--- config.mk ---
export PLATFORM = sky130hd
export DESIGN_NAME = freq_meter
export DESIGN_NICKNAME = d
export VERILOG_FILES = /design/src/rtl/freq_meter.sv
export SDC_FILE = /design/constraint.sdc
export NUM_CORES = 1
export LEC_CHECK = 0
export CAP_MARGIN = 40
export CORE_UTILIZATION = 44
export CTS_BUF_LIST = sky130_fd_sc_hd__clkbuf_4 sky130_fd_sc_hd__clkbuf_8 sky130_fd_sc_hd__clkbuf_16
export CTS_CLUSTER_SIZE = 10
export DETAILED_ROUTE_END_ITERATION = 6
export SLEW_MARGIN = 20
export SYNTH_ARGS = -nofsm -noshare
export SYNTH_HDL_FRONTEND = slang
export SYNTH_SLANG_ARGS = --single-unit
--- constraint.sdc ---
create_clock -name sysclk -period 5.5 [get_ports sysclk]
set_input_delay 0.55 -clock sysclk [delete_from_list [all_inputs] [get_ports sysclk]]
set_output_delay 0.55 -clock sysclk [all_outputs]
set_load 0.02 [all_outputs]
--- src/rtl/freq_meter.sv ---
// freq_meter: counts synchronized rising edges of sig_in over a fixed
// sysclk gate window and publishes one registered count per window.
module freq_meter #(
    parameter int GATE_CYCLES = 100000000,
    parameter int COUNT_W     = 27
) (
    input  logic               sysclk,
    input  logic               rst_n,
    input  logic               meas_en,
    input  logic               sig_in,
    output logic [COUNT_W-1:0] freq,
    output logic               freq_valid,
    output logic               overflow,
    output logic               busy
);

    localparam int GW = $clog2(GATE_CYCLES);
    localparam logic [GW-1:0] LAST = GW'(GATE_CYCLES - 1);
    localparam logic [COUNT_W-1:0] MAX = '1;

    typedef enum logic [1:0] {
        IDLE,
        GATE,
        DONE
    } state_t;

    state_t             state;
    logic               s1, s2, s3;
    logic               rise;
    logic               at_max;
    logic               ovf;
    logic [GW-1:0]      gate_cnt;
    logic [COUNT_W-1:0] edge_cnt;

    assign rise   = s2 & ~s3;
    assign at_max = (edge_cnt == MAX);

    always_ff @(posedge sysclk or negedge rst_n) begin
        if (!rst_n) begin
            s1         <= 1'b0;
            s2         <= 1'b0;
            s3         <= 1'b0;
            state      <= IDLE;
            gate_cnt   <= '0;
            edge_cnt   <= '0;
            ovf        <= 1'b0;
            freq       <= '0;
            freq_valid <= 1'b0;
            overflow   <= 1'b0;
            busy       <= 1'b0;
        end else begin
            s1         <= sig_in;
            s2         <= s1;
            s3         <= s2;
            freq_valid <= 1'b0;
            unique case (state)
                IDLE: begin
                    gate_cnt <= '0;
                    edge_cnt <= '0;
                    ovf      <= 1'b0;
                    if (meas_en) begin
                        state <= GATE;
                        busy  <= 1'b1;
                    end
                end
                GATE: begin
                    // Abort wins over completion; the partial window is dropped.
                    if (!meas_en) begin
                        state <= IDLE;
                        busy  <= 1'b0;
                    end else begin
                        if (rise) begin
                            if (at_max) ovf <= 1'b1;
                            else edge_cnt <= edge_cnt + COUNT_W'(1);
                        end
                        if (gate_cnt == LAST) begin
                            state <= DONE;
                            busy  <= 1'b0;
                        end else begin
                            gate_cnt <= gate_cnt + GW'(1);
                        end
                    end
                end
                DONE: begin
                    freq       <= edge_cnt;
                    overflow   <= ovf;
                    freq_valid <= 1'b1;
                    gate_cnt   <= '0;
                    edge_cnt   <= '0;
                    ovf        <= 1'b0;
                    if (meas_en) begin
                        state <= GATE;
                        busy  <= 1'b1;
                    end else begin
                        state <= IDLE;
                    end
                end
                default: begin
                    state <= IDLE;
                    busy  <= 1'b0;
                end
            endcase
        end
    end

endmodule

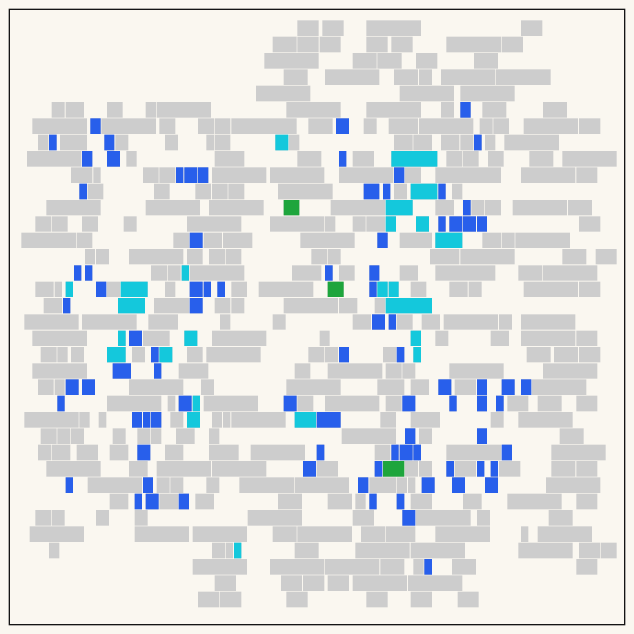
Figure 1: run 1, gate-type map.
Scale: 6 px per µm.
[cyan] nor cells | cells: 24
[blue] nand cells | cells: 86
[green] non-inverting ao/oa cells | cells: 3
commonest non-fill, non-tap cell in the layout: dfrtp_1
fin cells: 572
logic share of the area: 40.5%

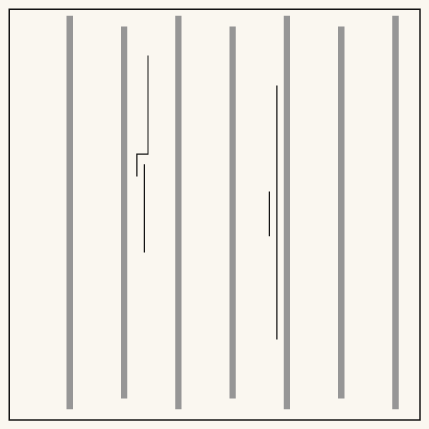
Figure 2: run 1, the metal 4 layer.
Scale: 4 px per µm. Supply wires on this layer in gray.
share of all routed wire: 1.5%
main direction: vertical
longest straight run: 63.2 µm
wire length reported by the detailed router: 8500 µm
Via Count: 3196

==> results_slide.txt, run 1 <==
Synthesis and Place & Route Summary

Final layout
  • Final core utilization: 52.1%
  • Most frequent cells in the layout: dfrtp_1, nand2_1, clkdlybuf4s50_1, mux2_2, nand3_1
  • Layout overhead on the synthesized area: 15.1%
  • Nets: 440
  • Antenna fix cells: 0
  • Share of post-route cells with drive strength above 1: around 14%
  • Final cell area excluding filler cells: between 0.005 and 0.006 mm²

Place
  • Post-DP HPWL: 5690 µm
  • Final estimated routing congestion in global placement: roughly 0.76
  • DP Worst Slack: approximately 2700 ps
  • Buffers on Ports: 33
  • Post-place instance area: 0.00487 mm²

Floorplan
  • Horizontal die dimension: 102 µm
  • Placement row count: 36
  • # IOs: 34
  • Standard cell core area: 0.00977 mm²
  • Vertical extent of the die: roughly 100 µm
  • Pre-Place Util: 45.3%
  • Total die area: 0.0105 mm²

Worst setup path
  • Setup crit end: gate_cnt[12]$_DFFE_PN0P_
  • Crit path max-delay cell type: o21ai_4
  • Kind of critical path: flip-flop to flip-flop
  • Worst path max stage delay: about 670 ps
  • Cell count of the worst reg-to-reg path: 6
  • Required time at the worst-slack endpoint: about 5800 ps
  • Buffers & Inverters on Critical Path: 0
  • Type of element launching the critical path: flip-flop
  • Crit path arrival time: 2820 ps
  • Reg-to-reg startpoint: gate_cnt[0]$_DFFE_PN0P_
  • Worst flop-to-flop path endpoint: gate_cnt[12]$_DFFE_PN0P_
  • First element of the critical path: gate_cnt[0]$_DFFE_PN0P_
  • Cells along the critical path: ha_1, nand3_1, or4b_4, o21ai_4, o311ai_0, o41ai_1
  • Internal reg-to-reg setup slack: 2930 ps
  • Critical path's top delay family: AND-OR/OR-AND gates

Job
  • Stage-log warning count: 26
  • Number of max-capacitance violations reported: 0

Power and ir drop
  • Peak supply drop: 0.109 mV
  • Overall Power: 1.23 mW
  • P per Cell Area: 242 mW/mm²
  • LEAKAGE: 2.25 nW

STA
  • Number of failing hold endpoints at the final stage: 0
  • F_max: 390 MHz
  • Final period util: a little under half
  • Transition at the pin with the smallest max-transition slack: 794 ps
  • Number of slew-limit violations in the final report: 0
  • Final setup margin: about 2900 ps
  • Clock period minus worst slack: about 2600 ps
  • Final worst clock skew: 15.4 ps
  • Rel. slew slack: between 40% and 50%
  • Final setup violation count: 0
  • Unrepaired setup endpoints after global routing: false
  • Hold Worst Slack: between 100 and 150 ps

Synth
  • Part of the Yosys area used for sequential elements: 50.9%
  • Adder-cell share of the synthesized area: 0.565%
  • Synthesized instance count: roughly 400
  • Unique cell types: 56
  • Post-synth tally of flip-flops with integrated enable: 0
  • Yosys top cell by area: dfrtp_1
  • Yosys warning tally: 0
  • Portion of synthesized cell area occupied by the leading cell type: 50.9%
  • Top comb family, area: simple AND/OR/NAND/NOR gates
  • Count leader, synth: dfrtp_1
  • Number of cells in Yosys stat: 402
  • Async SR Flop Fraction: 100%
  • Post-synthesis share of cell area spent on and, or, nand and nor gates: 22.9%
  • Most instantiated flip-flop cell in the synthesis netlist: dfrtp_1
  • Area fraction in mux cells: roughly 8.4%
  • Post-synthesis share of cell area spent on and-or and or-and gates: 11.2%
  • Synth Cell Area: 0.00443 mm²
  • Synthesized area divided by synthesized cell count: about 11 µm²
  • Flop and latch count out of synthesis: around 90
  • Area share of xor/xnor cells in the synthesized design: 3.56%
  • Leading cell types by total area after synthesis: dfrtp_1, mux2_2, a21boi_1
  • Yosys Chip Area: 0.00443 mm²
  • Most common library cells after synthesis: dfrtp_1, nand2_1, mux2_2, nand3_1, a21boi_1
  • Floorplan Nets: 408

Clock network
  • Gates resized, CTS repair: 0
  • Clock root buffer: clkbuf_8
  • Post-CTS setup buffer count: 0
  • Clk_lat worst skew: 370 ps
  • Clock transition at the registers of the reported paths: 100 ps
  • Num Clock Sinks: around 90
  • TritonCTS clock tree: built
  • Number of buffers created by CTS: 9
  • Maximum level of the CTS H-tree: 3
  • Maximum number of buffers from clock root to sink: 2

Route
  • Post-detailed-route count of antenna-violating nets: 0
  • Number of iterations in the first detailed-routing pass: 4
  • WL met3: 208 µm
  • Length of routed met2 wiring: 4250 µm
  • Via/cell ratio: 5.59
  • 1st-iter DRT viols: 104
  • Per-cell routed wire length: 14.9 µm
  • Highest signal layer in the routed design: met4
  • Wire length on met1: between 3000 and 4000 µm
  • Remaining design rule violation count: 0

GRT
  • Initial antenna violation count: 0
  • Pin count of the biggest net entering global routing: approximately 54
  • Wire length of the first global-routing pass: approximately 15000 µm
  • Total congestion overflow after global routing: 0
  • GR Util met2: 30.4%
  • Met3 track demand over resource in global routing: 2.67%
  • Number of global-route vias before repair: 2998
  • Global routing met1 resource utilization: 23.6%
  • All-layer global routing usage: 18.1%
  • Most used routing layer in global routing: met2

Worst hold path
  • Hold Crit Class: input pin to async pin

Status
  • Outcome: finished, final reports clean
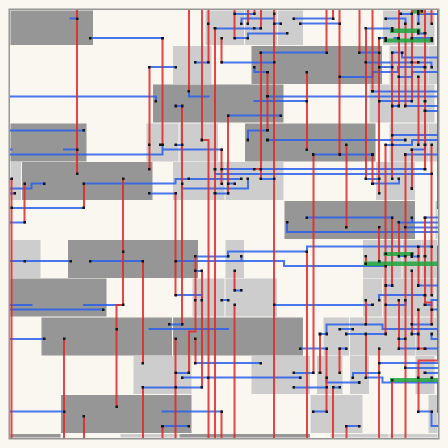
Figure 3: run 1, a small window of the routed layout.
Region (36, 16) to (66, 46) µm. Cells in gray, sequential cells in the stronger gray; small squares are vias.
[red] M2
[orange] M4
[blue] M1
[green] M3
sequential cells in the window: 12
most frequent: dfrtp_1 (12), nand2_1 (6), buf_4 (3)
cells with their middle in the window: 43
netlist names of flops here include: `edge_cnt` (3), `freq` (3), `gate_cnt` (2)

==> run 1: power by group <==
part / total (mW) / internal, mW / leakage (nW) / switching (mW)
Sequential: 0.677 / 0.667 / 1.24 / 0.00998
Clock: 0.511 / 0.260 / 0.111 / 0.251
Combinational: 0.0461 / 0.0156 / 0.900 / 0.0305
==> run 1: layout make-up <==
class	instances	area [µm²]
fill	909	4680
sequential	90	2250
multi-input combinational	287	2070
timing repair buffer	37	355
tap	133	166
clock buffer	9	124
clock inverter	7	98.8
inverter	9	33.8
==> run 1: flip-flops by register name (all words and copies together), names as in the netlist <==
register	count
s2	1
s1	1
overflow	1
freq_valid	1
gate_cnt	27
busy	1
state	2
freq	27
s3	1
edge_cnt	27
ovf	1
Figure 4. Signal metal coverage by tile (run 1).
Scale: 4 px per µm. 20 x 20 tiles, from white (low) to dark blue (high), scaled to the fullest tile. Values are wire area over tile area, all layers added.
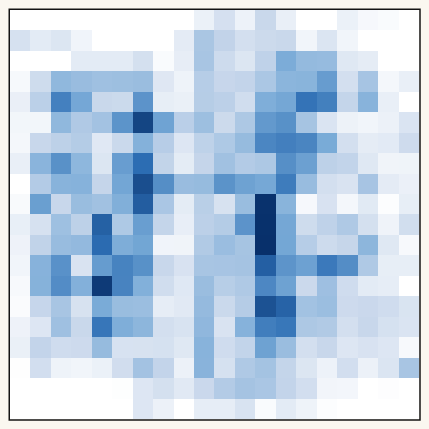

==> run 2, diff against run 1 <==
Clock period 5.5 ns to 2.7 ns, I/O delays scaled along.
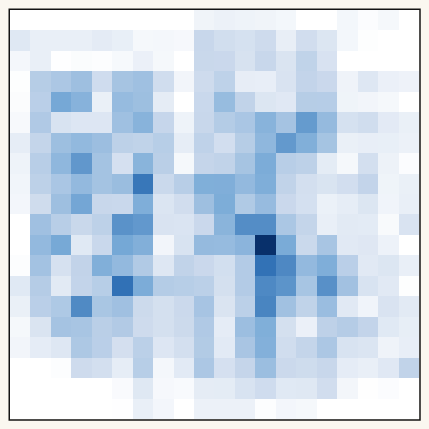
Figure 5: run 2, signal metal coverage by tile.
Scale: 4 px per µm. 20 x 20 tiles, from white (low) to dark blue (high), scaled to the fullest tile. Values are wire area over tile area, all layers added.
nearly empty tiles: 14%
emptiest ninth of the die: north-east
fullest tile: 0.59
tiles over half the peak: 5.2%
wire length reported by the detailed router: 8550 µm
Via Count: 3192
all-layer global routing usage: 18.2%
per-cell routed wire length: 14.8 µm

==> results_slide.txt, run 2 <==
Synthesis and Place & Route Summary

Status
  • Outcome: finished, final reports clean (unchanged)

GRT
  • Initial antenna violation count: 0 (unchanged)
  • Met3 track demand over resource in global routing: 4.17% (was 2.67%)
  • Global routing met1 resource utilization: 23.2% (was 23.6%)
  • Total congestion overflow after global routing: 0 (unchanged)
  • Number of global-route vias before repair: 3029 (was 2998)
  • Wire length of the first global-routing pass: 14800 µm (was 14600 µm)
  • Most used routing layer in global routing: met2 (unchanged)

Power and ir drop
  • Sequential logic power: 1.37 mW (was 0.677 mW)
  • P per Cell Area: 470 mW/mm² (was 242 mW/mm²)
  • Comb pwr: 0.110 mW (was 0.0461 mW)
  • Leading power group: registers (unchanged)
  • Switching power as a share of total power: 23.2% (was 23.6%)
  • Switching power summed over all nets: 0.560 mW (was 0.291 mW)
  • Internal power of the cells: 1.86 mW (was 0.943 mW)
  • Clk network pwr share: 38.7% (was 41.4%)
  • Proportion of power drawn by flip-flops and latches: 56.8% (was 54.9%)
  • Clock network power consumption: 0.935 mW (was 0.511 mW)
  • LEAKAGE: 2.28 nW (was 2.25 nW)

Worst setup path
  • Required time at the worst-slack endpoint: 2980 ps (was 5760 ps)
  • Reg-to-reg startpoint: edge_cnt[0]$_DFFE_PN0P_ (was gate_cnt[0]$_DFFE_PN0P_)
  • Crit path arrival time: 2740 ps (was 2820 ps)
  • Worst path max stage delay: 790 ps (was 670 ps)
  • Worst flop-to-flop path endpoint: ovf$_DFFE_PN0P_ (was gate_cnt[12]$_DFFE_PN0P_)
  • Crit path max-delay cell type: or4_1 (was o21ai_4)
  • Type of element launching the critical path: flip-flop (unchanged)
  • Kind of critical path: flip-flop to flip-flop (unchanged)
  • Cell count of the worst reg-to-reg path: 6 (unchanged)
  • Cells along the critical path: ha_1, nand4_1, or4_1, nor4_1, a21oi_1, nor2b_1 (was ha_1, nand3_1, or4b_4, o21ai_4, o311ai_0, o41ai_1)
  • Internal reg-to-reg setup slack: 240 ps (was 2930 ps)
  • Critical path's top delay family: simple AND/OR/NAND/NOR gates (was AND-OR/OR-AND gates)
  • Buffers & Inverters on Critical Path: 0 (unchanged)
  • Critical path fanouts, max: 9 (was 35)

Clock network
  • Gates resized, CTS repair: 0 (unchanged)
  • TritonCTS clock tree: built (unchanged)
  • Clk_lat worst skew: 360 ps (was 370 ps)
  • Post-CTS setup buffer count: 0 (unchanged)
  • Num Clock Sinks: 90 (unchanged)
  • Clock transition at the registers of the reported paths: 90 ps (was 100 ps)
  • Clock root buffer: clkbuf_8 (unchanged)

Place
  • DP Worst Slack: 280 ps (was 2740 ps)
  • Post-DP HPWL: 5690 µm (about the same)
  • Final estimated routing congestion in global placement: 0.804 (was 0.761)
  • Buffers on Ports: 33 (unchanged)
  • Post-place instance area: 0.00494 mm² (was 0.00487 mm²)

Route
  • Number of iterations in the first detailed-routing pass: 4 (unchanged)
  • Remaining design rule violation count: 0 (unchanged)
  • Post-detailed-route count of antenna-violating nets: 0 (unchanged)
  • Via/cell ratio: 5.52 (was 5.59)
  • WL met3: 286 µm (was 208 µm)
  • Wire length on met1: 3790 µm (was 3920 µm)
  • Length of routed met2 wiring: 4350 µm (was 4250 µm)
  • 1st-iter DRT viols: 129 (was 104)
  • Highest signal layer in the routed design: met4 (unchanged)

STA
  • Clock period minus worst slack: 2460 ps (was 2570 ps)
  • Unrepaired setup endpoints after global routing: false (unchanged)
  • Final setup margin: 237 ps (was 2930 ps)
  • Number of failing hold endpoints at the final stage: 0 (unchanged)
  • Number of slew-limit violations in the final report: 0 (unchanged)
  • Final period util: 91.2% (was 46.7%)
  • Transition at the pin with the smallest max-transition slack: 505 ps (was 794 ps)
  • Final setup violation count: 0 (unchanged)
  • Hold Worst Slack: 359 ps (was 122 ps)
  • Final worst clock skew: 14.1 ps (was 15.4 ps)
  • F_max: 406 MHz (was 390 MHz)
  • Rel. slew slack: 66.4% (was 46.9%)

Synth
  • Floorplan Nets: 408 (unchanged)
  • Area fraction in mux cells: 8.45% (unchanged)
  • Number of cells in Yosys stat: 402 (unchanged)
  • Yosys top cell by area: dfrtp_1 (unchanged)
  • Adder-cell share of the synthesized area: 0.565% (unchanged)
  • Flop and latch count out of synthesis: 90 (unchanged)
  • Yosys warning tally: 0 (unchanged)
  • Synth Cell Area: 0.00443 mm² (unchanged)
  • Synthesized area divided by synthesized cell count: 11.0 µm² (unchanged)
  • Yosys Chip Area: 0.00443 mm² (unchanged)
  • Most instantiated flip-flop cell in the synthesis netlist: dfrtp_1 (unchanged)
  • Synthesized instance count: 402 (unchanged)
  • Leading cell types by total area after synthesis: dfrtp_1, mux2_2, a21boi_1 (unchanged)
  • Unique cell types: 56 (unchanged)
  • Part of the Yosys area used for sequential elements: 50.9% (unchanged)
  • Area share of xor/xnor cells in the synthesized design: 3.56% (unchanged)
  • Async SR Flop Fraction: 100% (unchanged)
  • Count leader, synth: dfrtp_1 (unchanged)
  • Top comb family, area: simple AND/OR/NAND/NOR gates (unchanged)
  • Portion of synthesized cell area occupied by the leading cell type: 50.9% (unchanged)

Floorplan
  • Standard cell core area: 0.00977 mm² (unchanged)
  • Placement row count: 36 (unchanged)
  • Horizontal die dimension: 102 µm (unchanged)
  • Num tapcells: 133 (unchanged)
  • Pre-Place Util: 45.3% (unchanged)
  • Vertical extent of the die: 102 µm (unchanged)

Final layout
  • Final cell area excluding filler cells: 0.00515 mm² (was 0.00510 mm²)
  • Number of inverters outside the clock class in the layout: 9 (unchanged)
  • Layout non-clock buf frac: 8.36% (was 6.97%)
  • Antenna fix cells: 0 (unchanged)
  • Commonest non-fill, non-tap cell in the layout: dfrtp_1 (unchanged)
  • Biggest Area Class: sequential cells (unchanged)
  • Reg area: 0.00225 mm² (unchanged)
  • Share of post-route cells with drive strength above 1: 15.1% (was 14.1%)
  • Logic share of the area: 40.1% (was 40.5%)
  • Final core utilization: 52.7% (was 52.1%)
  • MI comb cells: 287 (unchanged)
  • Sequential cell area share: 43.8% (was 44.2%)
  • Flip-flops: 90 (unchanged)
  • Nets: 446 (was 440)
  • Filler cell count in the final layout: 872 (was 909)
  • Fin cells: 578 (was 572)
  • Clock-cell share: 3.86% (was 4.37%)
  • Multi-input logic area: 0.00207 mm² (unchanged)
  • Layout overhead on the synthesized area: 16.2% (was 15.1%)

Job
  • Number of max-capacitance violations reported: 0 (unchanged)

Worst hold path
  • Hold Crit Class: flip-flop to flip-flop (was input pin to async pin)
-- run 2: how the worst max path moves through the flow --
stage / start / end / slack [ps]
2_1_floorplan: edge_cnt[0]$_DFFE_PN0P_ / edge_cnt[22]$_DFFE_PN0P_ / 590
3_3_place_gp: meas_en / edge_cnt[22]$_DFFE_PN0P_ / 310
3_5_place_dp: edge_cnt[0]$_DFFE_PN0P_ / ovf$_DFFE_PN0P_ / 280
4_1_cts: edge_cnt[0]$_DFFE_PN0P_ / ovf$_DFFE_PN0P_ / 250
5_1_grt: edge_cnt[0]$_DFFE_PN0P_ / ovf$_DFFE_PN0P_ / 70
6_report: edge_cnt[0]$_DFFE_PN0P_ / ovf$_DFFE_PN0P_ / 240
==> run 3, diff against run 2 <==
Settings changed: SLEW_MARGIN 20 to default.
==> results_slide.txt, run 3 <==
Synthesis and Place & Route Summary

Status
  • Outcome: finished, final reports clean (unchanged)

Place
  • Final estimated routing congestion in global placement: 0.804 (unchanged)
  • Buffers on Ports: 33 (unchanged)
  • Post-DP HPWL: 5690 µm (unchanged)
  • DP Worst Slack: 280 ps (unchanged)
  • Post-place instance area: 0.00494 mm² (unchanged)

STA
  • Number of slew-limit violations in the final report: 0 (unchanged)
  • Transition at the pin with the smallest max-transition slack: 505 ps (unchanged)
  • F_max: 406 MHz (unchanged)
  • Number of failing hold endpoints at the final stage: 0 (unchanged)
  • Unrepaired setup endpoints after global routing: false (unchanged)
  • Final setup violation count: 0 (unchanged)
  • Final period util: 91.2% (unchanged)
  • Hold Worst Slack: 359 ps (unchanged)
  • Rel. slew slack: 66.4% (unchanged)
  • Clock period minus worst slack: 2460 ps (unchanged)
  • Final setup margin: 237 ps (unchanged)

Job
  • Stage-log warning count: 26 (unchanged)
  • Number of max-capacitance violations reported: 0 (unchanged)

Synth
  • Yosys top cell by area: dfrtp_1 (unchanged)
  • Post-synthesis share of cell area spent on and, or, nand and nor gates: 22.9% (unchanged)
  • Leading cell types by total area after synthesis: dfrtp_1, mux2_2, a21boi_1 (unchanged)
  • Part of the Yosys area used for sequential elements: 50.9% (unchanged)
  • Portion of synthesized cell area occupied by the leading cell type: 50.9% (unchanged)
  • Flop and latch count out of synthesis: 90 (unchanged)
  • Number of cells in Yosys stat: 402 (unchanged)
  • Floorplan Nets: 408 (unchanged)
  • Most common library cells after synthesis: dfrtp_1, nand2_1, mux2_2, nand3_1, a21boi_1 (unchanged)
  • Synthesized instance count: 402 (unchanged)
  • Count leader, synth: dfrtp_1 (unchanged)
  • Yosys Chip Area: 0.00443 mm² (unchanged)
  • Synth Cell Area: 0.00443 mm² (unchanged)
  • Yosys warning tally: 0 (unchanged)
  • Area fraction in mux cells: 8.45% (unchanged)
  • Most instantiated flip-flop cell in the synthesis netlist: dfrtp_1 (unchanged)
  • Post-synthesis share of cell area spent on and-or and or-and gates: 11.2% (unchanged)
  • Post-synth tally of flip-flops with integrated enable: 0 (unchanged)
  • Unique cell types: 56 (unchanged)
  • Async SR Flop Fraction: 100% (unchanged)
  • Area share of xor/xnor cells in the synthesized design: 3.56% (unchanged)
  • Top comb family, area: simple AND/OR/NAND/NOR gates (unchanged)

Worst setup path
  • Crit path arrival time: 2740 ps (about the same)
  • Reg-to-reg startpoint: edge_cnt[0]$_DFFE_PN0P_ (unchanged)
  • Required time at the worst-slack endpoint: 2980 ps (about the same)
  • Critical path fanouts, max: 9 (unchanged)
  • Crit path max-delay cell type: or4_1 (unchanged)
  • Buffers & Inverters on Critical Path: 0 (unchanged)
  • Critical path's top delay family: simple AND/OR/NAND/NOR gates (unchanged)
  • Worst path max stage delay: 790 ps (about the same)
  • Internal reg-to-reg setup slack: 240 ps (about the same)
  • Cells along the critical path: ha_1, nand4_1, or4_1, nor4_1, a21oi_1, nor2b_1 (unchanged)
  • Cell count of the worst reg-to-reg path: 6 (unchanged)
  • Type of element launching the critical path: flip-flop (unchanged)
  • Worst flop-to-flop path endpoint: ovf$_DFFE_PN0P_ (unchanged)

Final layout
  • Biggest Area Class: sequential cells (unchanged)
  • Commonest non-fill, non-tap cell in the layout: dfrtp_1 (unchanged)
  • Final cell area excluding filler cells: 0.00515 mm² (unchanged)
  • Layout non-clock buf frac: 8.36% (unchanged)
  • Clock-cell share: 3.86% (unchanged)
  • MI comb cells: 287 (unchanged)
  • Filler cell count in the final layout: 872 (unchanged)
  • Most frequent cells in the layout: dfrtp_1, nand2_1, clkdlybuf4s50_1, mux2_2, nand3_1 (unchanged)
  • Number of inverters outside the clock class in the layout: 9 (unchanged)
  • Logic share of the area: 40.1% (unchanged)
  • Buffers outside the clock class: 43 (unchanged)
  • Share of post-route cells with drive strength above 1: 15.1% (unchanged)
  • Flip-flops: 90 (unchanged)
  • Multi-input logic area: 0.00207 mm² (unchanged)
  • Sequential cell area share: 43.8% (unchanged)
  • Final-layout clock buffer total: 12 (unchanged)
  • Nets: 446 (unchanged)
  • Antenna fix cells: 0 (unchanged)
  • Fin cells: 578 (unchanged)
  • Largest registers ranked by flip-flop count: edge_cnt: 27 flops, freq: 27 flops, gate_cnt: 27 flops (unchanged)
  • Layout overhead on the synthesized area: 16.2% (unchanged)
  • Final core utilization: 52.7% (unchanged)

Power and ir drop
  • Peak supply drop: 0.282 mV (unchanged)
  • Switching power summed over all nets: 0.560 mW (unchanged)
  • Comb pwr: 0.110 mW (about the same)
  • P per Cell Area: 470 mW/mm² (unchanged)
  • Proportion of power drawn by flip-flops and latches: 56.8% (about the same)
  • Switching power as a share of total power: 23.2% (unchanged)
  • Combinational share of power: 4.5% (about the same)
  • LEAKAGE: 2.28 nW (unchanged)
  • Internal power of the cells: 1.86 mW (unchanged)
  • Sequential logic power: 1.37 mW (about the same)
  • Clock network power consumption: 0.935 mW (about the same)
  • Overall Power: 2.42 mW (unchanged)

Floorplan
  • Standard cell core area: 0.00977 mm² (unchanged)
  • Vertical extent of the die: 102 µm (unchanged)
  • # IOs: 34 (unchanged)
  • Pre-Place Util: 45.3% (unchanged)
  • Horizontal die dimension: 102 µm (unchanged)
  • Placement row count: 36 (unchanged)
  • Num tapcells: 133 (unchanged)
  • Total die area: 0.0105 mm² (unchanged)

GRT
  • Total congestion overflow after global routing: 0 (unchanged)
  • All-layer global routing usage: 18.2% (unchanged)
  • Number of global-route vias before repair: 3029 (unchanged)
  • Global routing met1 resource utilization: 23.2% (unchanged)
  • GR Util met2: 30.7% (unchanged)
  • Initial antenna violation count: 0 (unchanged)
  • Pin count of the biggest net entering global routing: 53 (unchanged)
  • Met3 track demand over resource in global routing: 4.17% (unchanged)
  • Wire length of the first global-routing pass: 14800 µm (unchanged)
  • Most used routing layer in global routing: met2 (unchanged)

Clock network
  • Post-CTS setup buffer count: 0 (unchanged)
  • TritonCTS clock tree: built (unchanged)
  • Maximum level of the CTS H-tree: 3 (unchanged)
  • Clock root buffer: clkbuf_8 (unchanged)
  • Clock transition at the registers of the reported paths: 90 ps (about the same)
  • Maximum number of buffers from clock root to sink: 2 (unchanged)
  • Number of buffers created by CTS: 9 (unchanged)
  • Num Clock Sinks: 90 (unchanged)
  • Gates resized, CTS repair: 0 (unchanged)

Route
  • Wire length reported by the detailed router: 8550 µm (unchanged)
  • Per-cell routed wire length: 14.8 µm (unchanged)
  • Number of iterations in the first detailed-routing pass: 4 (unchanged)
  • 1st-iter DRT viols: 129 (unchanged)
  • Via Count: 3192 (unchanged)
  • Remaining design rule violation count: 0 (unchanged)
  • Wire length on met1: 3790 µm (unchanged)
  • WL met3: 286 µm (unchanged)
  • Highest signal layer in the routed design: met4 (unchanged)
  • Via/cell ratio: 5.52 (unchanged)
  • Length of routed met2 wiring: 4350 µm (unchanged)
  • Post-detailed-route count of antenna-violating nets: 0 (unchanged)

Worst hold path
  • Hold Crit Class: flip-flop to flip-flop (unchanged)
## run 3: worst max-delay path by stage
stage | slack (ps) | cells past startpoint | start | end
2_1_floorplan | 590 | 7 | edge_cnt[0]$_DFFE_PN0P_ | edge_cnt[22]$_DFFE_PN0P_
3_3_place_gp | 310 | 6 | meas_en | edge_cnt[22]$_DFFE_PN0P_
3_5_place_dp | 280 | 6 | edge_cnt[0]$_DFFE_PN0P_ | ovf$_DFFE_PN0P_
4_1_cts | 250 | 6 | edge_cnt[0]$_DFFE_PN0P_ | ovf$_DFFE_PN0P_
5_1_grt | 70 | 6 | edge_cnt[0]$_DFFE_PN0P_ | ovf$_DFFE_PN0P_
6_report | 240 | 6 | edge_cnt[0]$_DFFE_PN0P_ | ovf$_DFFE_PN0P_
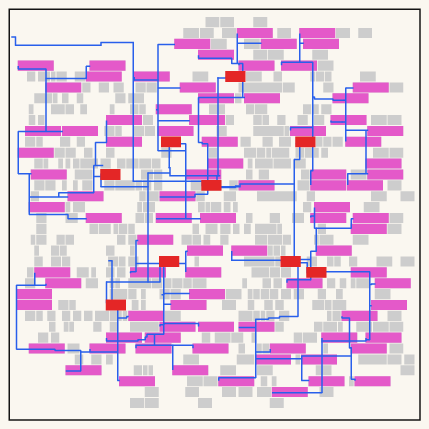
Figure 6: run 3, clock wires, drivers and flops.
Scale: 4 px per µm.
[red] clock-net drivers | count: 9
[magenta] flip-flops | count: 90
[blue] clock wires | length: 1150 µm
flops lie: all over the die
Clk network pwr share: 38.7%
final worst clock skew: 14.1 ps
clk_lat worst skew: 360 ps

Power figures rest on the tool's default switching activity, not on a simulated workload.
